==> src/rtl/seq_frame_sync_ctrl.sv <==
// Frame-sync controller: hunts a serial stream for a programmable sync word,
// verifies it at frame spacing, declares lock and flywheels through isolated misses.
module seq_frame_sync_ctrl #(
  parameter int unsigned      PAT_W       = 5,
  parameter int unsigned      CNT_W       = 8,
  parameter logic [PAT_W-1:0] DEF_PATTERN = PAT_W'(5'b11011),
  parameter logic [CNT_W-1:0] DEF_FLEN    = CNT_W'(16),
  parameter int unsigned      LOCK_CNT    = 3,
  parameter int unsigned      MISS_CNT    = 2
) (
  input  logic             clk,
  input  logic             reset_n,
  input  logic             en,
  input  logic             in,
  input  logic             cfg_load,
  input  logic [PAT_W-1:0] cfg_pattern,
  input  logic [CNT_W-1:0] cfg_flen,
  output logic             match,
  output logic             locked,
  output logic             frame_start,
  output logic             lost,
  output logic [1:0]       sync_state,
  output logic [15:0]      match_count
);

  localparam int unsigned FILL_W = $clog2(PAT_W + 1);
  localparam int unsigned HIT_W  = $clog2(LOCK_CNT + 1);
  localparam int unsigned MISS_W = $clog2(MISS_CNT + 1);

  typedef enum logic [1:0] {
    ST_HUNT   = 2'd0,
    ST_VERIFY = 2'd1,
    ST_LOCK   = 2'd2,
    ST_FLY    = 2'd3
  } state_t;

  state_t             r_state;
  logic [PAT_W-2:0]   r_sr;
  logic [FILL_W-1:0]  r_fill;
  logic [CNT_W-1:0]   r_pos;
  logic [HIT_W-1:0]   r_hits;
  logic [MISS_W-1:0]  r_misses;
  logic [PAT_W-1:0]   r_pattern;
  logic [CNT_W-1:0]   r_flen;

  logic [PAT_W-1:0]   w_window;
  logic [CNT_W-1:0]   w_flen_eff;
  logic               w_hit;
  logic               w_ckpt;

  // Window includes the bit being accepted now, so a hit is seen on that bit.
  assign w_window   = {r_sr, in};
  assign w_flen_eff = (r_flen < CNT_W'(PAT_W)) ? CNT_W'(PAT_W) : r_flen;
  assign w_hit      = en && (r_fill >= FILL_W'(PAT_W - 1)) && (w_window == r_pattern);
  assign w_ckpt     = en && (r_pos == (w_flen_eff - CNT_W'(1)));
  assign sync_state = r_state;

  always_ff @(posedge clk or negedge reset_n) begin
    if (!reset_n) begin
      r_state     <= ST_HUNT;
      r_sr        <= '0;
      r_fill      <= '0;
      r_pos       <= '0;
      r_hits      <= '0;
      r_misses    <= '0;
      r_pattern   <= DEF_PATTERN;
      r_flen      <= DEF_FLEN;
      match       <= 1'b0;
      locked      <= 1'b0;
      frame_start <= 1'b0;
      lost        <= 1'b0;
      match_count <= '0;
    end else begin
      match       <= 1'b0;
      frame_start <= 1'b0;
      lost        <= 1'b0;
      if (cfg_load) begin
        r_pattern   <= cfg_pattern;
        r_flen      <= cfg_flen;
        r_sr        <= '0;
        r_fill      <= '0;
        r_pos       <= '0;
        r_hits      <= '0;
        r_misses    <= '0;
        match_count <= '0;
        r_state     <= ST_HUNT;
        locked      <= 1'b0;
      end else if (en) begin
        r_sr  <= w_window[PAT_W-2:0];
        match <= w_hit;
        if (r_fill != FILL_W'(PAT_W)) r_fill <= r_fill + FILL_W'(1);
        if (w_hit && (match_count != 16'hFFFF)) match_count <= match_count + 16'd1;
        // Frame position only runs once a candidate sync has been seen.
        if (r_state == ST_HUNT || w_ckpt) r_pos <= '0;
        else                              r_pos <= r_pos + CNT_W'(1);

        case (r_state)
          ST_HUNT: begin
            if (w_hit) begin
              r_hits <= HIT_W'(1);
              if (LOCK_CNT <= 1) begin
                r_state     <= ST_LOCK;
                r_misses    <= '0;
                locked      <= 1'b1;
                frame_start <= 1'b1;
              end else begin
                r_state <= ST_VERIFY;
              end
            end
          end
          ST_VERIFY: begin
            if (w_ckpt) begin
              if (w_hit) begin
                r_hits <= r_hits + HIT_W'(1);
                if (r_hits == HIT_W'(LOCK_CNT - 1)) begin
                  r_state     <= ST_LOCK;
                  r_misses    <= '0;
                  locked      <= 1'b1;
                  frame_start <= 1'b1;
                end
              end else begin
                r_state <= ST_HUNT;
              end
            end
          end
          ST_LOCK: begin
            if (w_ckpt) begin
              if (w_hit) begin
                r_misses    <= '0;
                frame_start <= 1'b1;
              end else if (MISS_CNT <= 1) begin
                r_state <= ST_HUNT;
                locked  <= 1'b0;
                lost    <= 1'b1;
              end else begin
                r_state     <= ST_FLY;
                r_misses    <= MISS_W'(1);
                frame_start <= 1'b1;
              end
            end
          end
          ST_FLY: begin
            if (w_ckpt) begin
              if (w_hit) begin
                r_state     <= ST_LOCK;
                r_misses    <= '0;
                frame_start <= 1'b1;
              end else if (r_misses == MISS_W'(MISS_CNT - 1)) begin
                r_state <= ST_HUNT;
                locked  <= 1'b0;
                lost    <= 1'b1;
              end else begin
                r_misses    <= r_misses + MISS_W'(1);
                frame_start <= 1'b1;
              end
            end
          end
          default: r_state <= ST_HUNT;
        endcase
      end
    end
  end

endmodule

==> config.mk <==
export PLATFORM = sky130hd
export DESIGN_NAME = seq_frame_sync_ctrl
export DESIGN_NICKNAME = d
export VERILOG_FILES = /design/src/rtl/seq_frame_sync_ctrl.sv
export SDC_FILE = /design/constraint.sdc
export NUM_CORES = 1
export LEC_CHECK = 0
export CAP_MARGIN = 20
export CORE_MARGIN = 5
export CORE_UTILIZATION = 50
export DETAILED_ROUTE_END_ITERATION = 12
export PLACE_DENSITY = 0.73
export SYNTH_ARGS = -nofsm -noshare
export SYNTH_HDL_FRONTEND = slang
export SYNTH_SLANG_ARGS = --single-unit
==> constraint.sdc <==
create_clock -name clk -period 3.5 [get_ports clk]
set_input_delay 0.525 -clock clk [delete_from_list [all_inputs] [get_ports clk]]
set_output_delay 0.525 -clock clk [all_outputs]
set_load 0.1 [all_outputs]
**Where the registers sit**

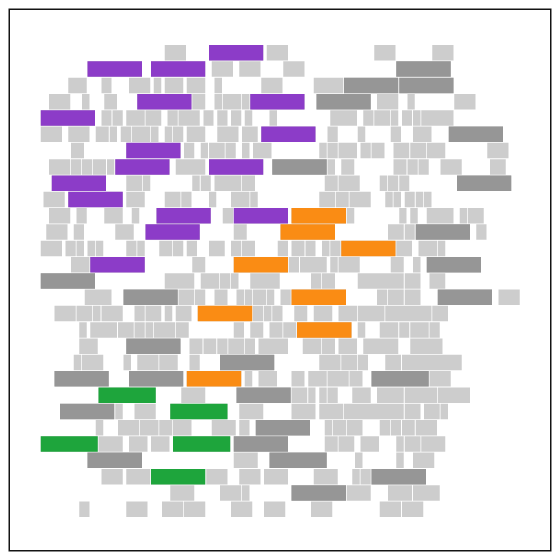
colour	name in the netlist	placed flops
orange	r_pos	8
green	r_pattern	5
purple	match_count	16
sequential cell area share: 35.84%
P_seq: 0.681 mW
register area: 1359 µm²

**Signal wires by layer**

Only two layers are drawn.
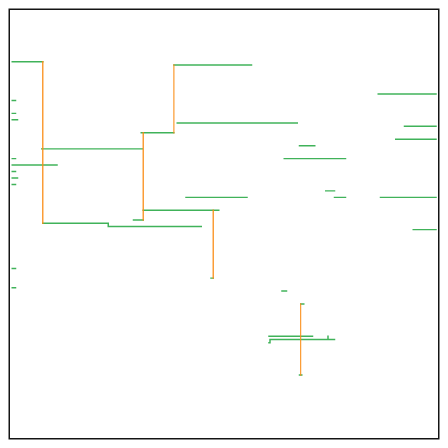
colour	layer	wire length
green	M3	248 µm
orange	M4	95.9 µm
routed len/inst: 15.30 µm
GRT Overall Usage: 17.09%
DRT Wirelength: 6.837 mm
total number of vias: 2619

==> run notes <==
impl run done, here's what came out: Mapped Avg Cell Area 9.721 µm², largest power group sequential cells, Slowest cell on crit path a2111oi_4, count of cell types in the netlist 60, outcome completed, dominant logic cell type in the layout dfrtp_1, xor and xnor fraction of the mapped netlist area 6.552%, Routed Antenna Nets 0, async set or reset register ratio after synthesis 100.0%, grt total ovfl 0, Final Non-Filler Cells 447, Seq/Total Area, Yosys 42.32%, metal2 WL 3.297 mm, Die ar. 8118 µm², RSZ-0062 raised after global routing no, yosys aoi share 12.52%, Post-Syn Area 3208 µm², met2 usage 27.38%, clock sinks approximately 54, fillers 551, share of cells above drive strength 1 roughly 15%, final hold slack 0.1330 ns, setup ws final 0.1539 ns, Slew HR between 30% and 40%, Synth top cells by count dfrtp_1 (49), nor2_1 (31), nand2_1 (23), nand3_1 (21), xnor2_1 (16)
**Wires at chosen ports, followed through buffers**

Bar = 20 µm.
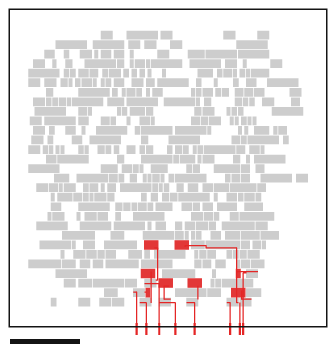
colour	port	bits	direction	edge	end cells	buffers	wire
red	cfg_flen	8	input	bottom	8	8	157 µm
Ports: 40
PortBufs: 39

**Metal 2**

Bar = 20 µm.
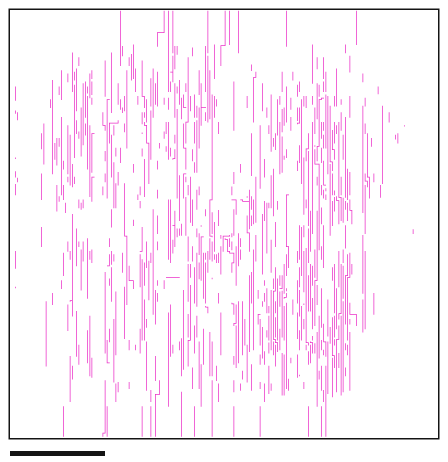
main direction	vertical
longest straight run	23.5 µm
nets with wire on the layer	334
share of all routed wire	48%

-- repair_timing --
| item | in CTS | in global routing |
|---|---|---|
| pin swaps | 0 | 1 |
| resized | 1 | 13 |
| setup endpoints to repair | 5 | 14 |
| buffers inserted | 0 | 3 |
-- area by class of cell --
| class | instances | area [µm²] | share of cell area [%] |
|---|---|---|---|
| multi-input combinational | 250 | 1765 | 46.57 |
| timing repair buffer | 50 | 460.4 | 12.15 |
| sequential | 54 | 1359 | 35.84 |
| tap | 77 | 96.34 | 2.541 |
| clock buffer | 8 | 80.08 | 2.112 |
| inverter | 8 | 30.03 | 0.7921 |
-- state kept, by name, summed over array words and instances (netlist names), 2 cells and up --
register	cells
match_count	16
r_fill	3
r_flen	8
r_hits	2
r_misses	2
r_pattern	5
r_pos	8
r_sr	4
sync_state	2
Power and IR drop assume default switching activity.
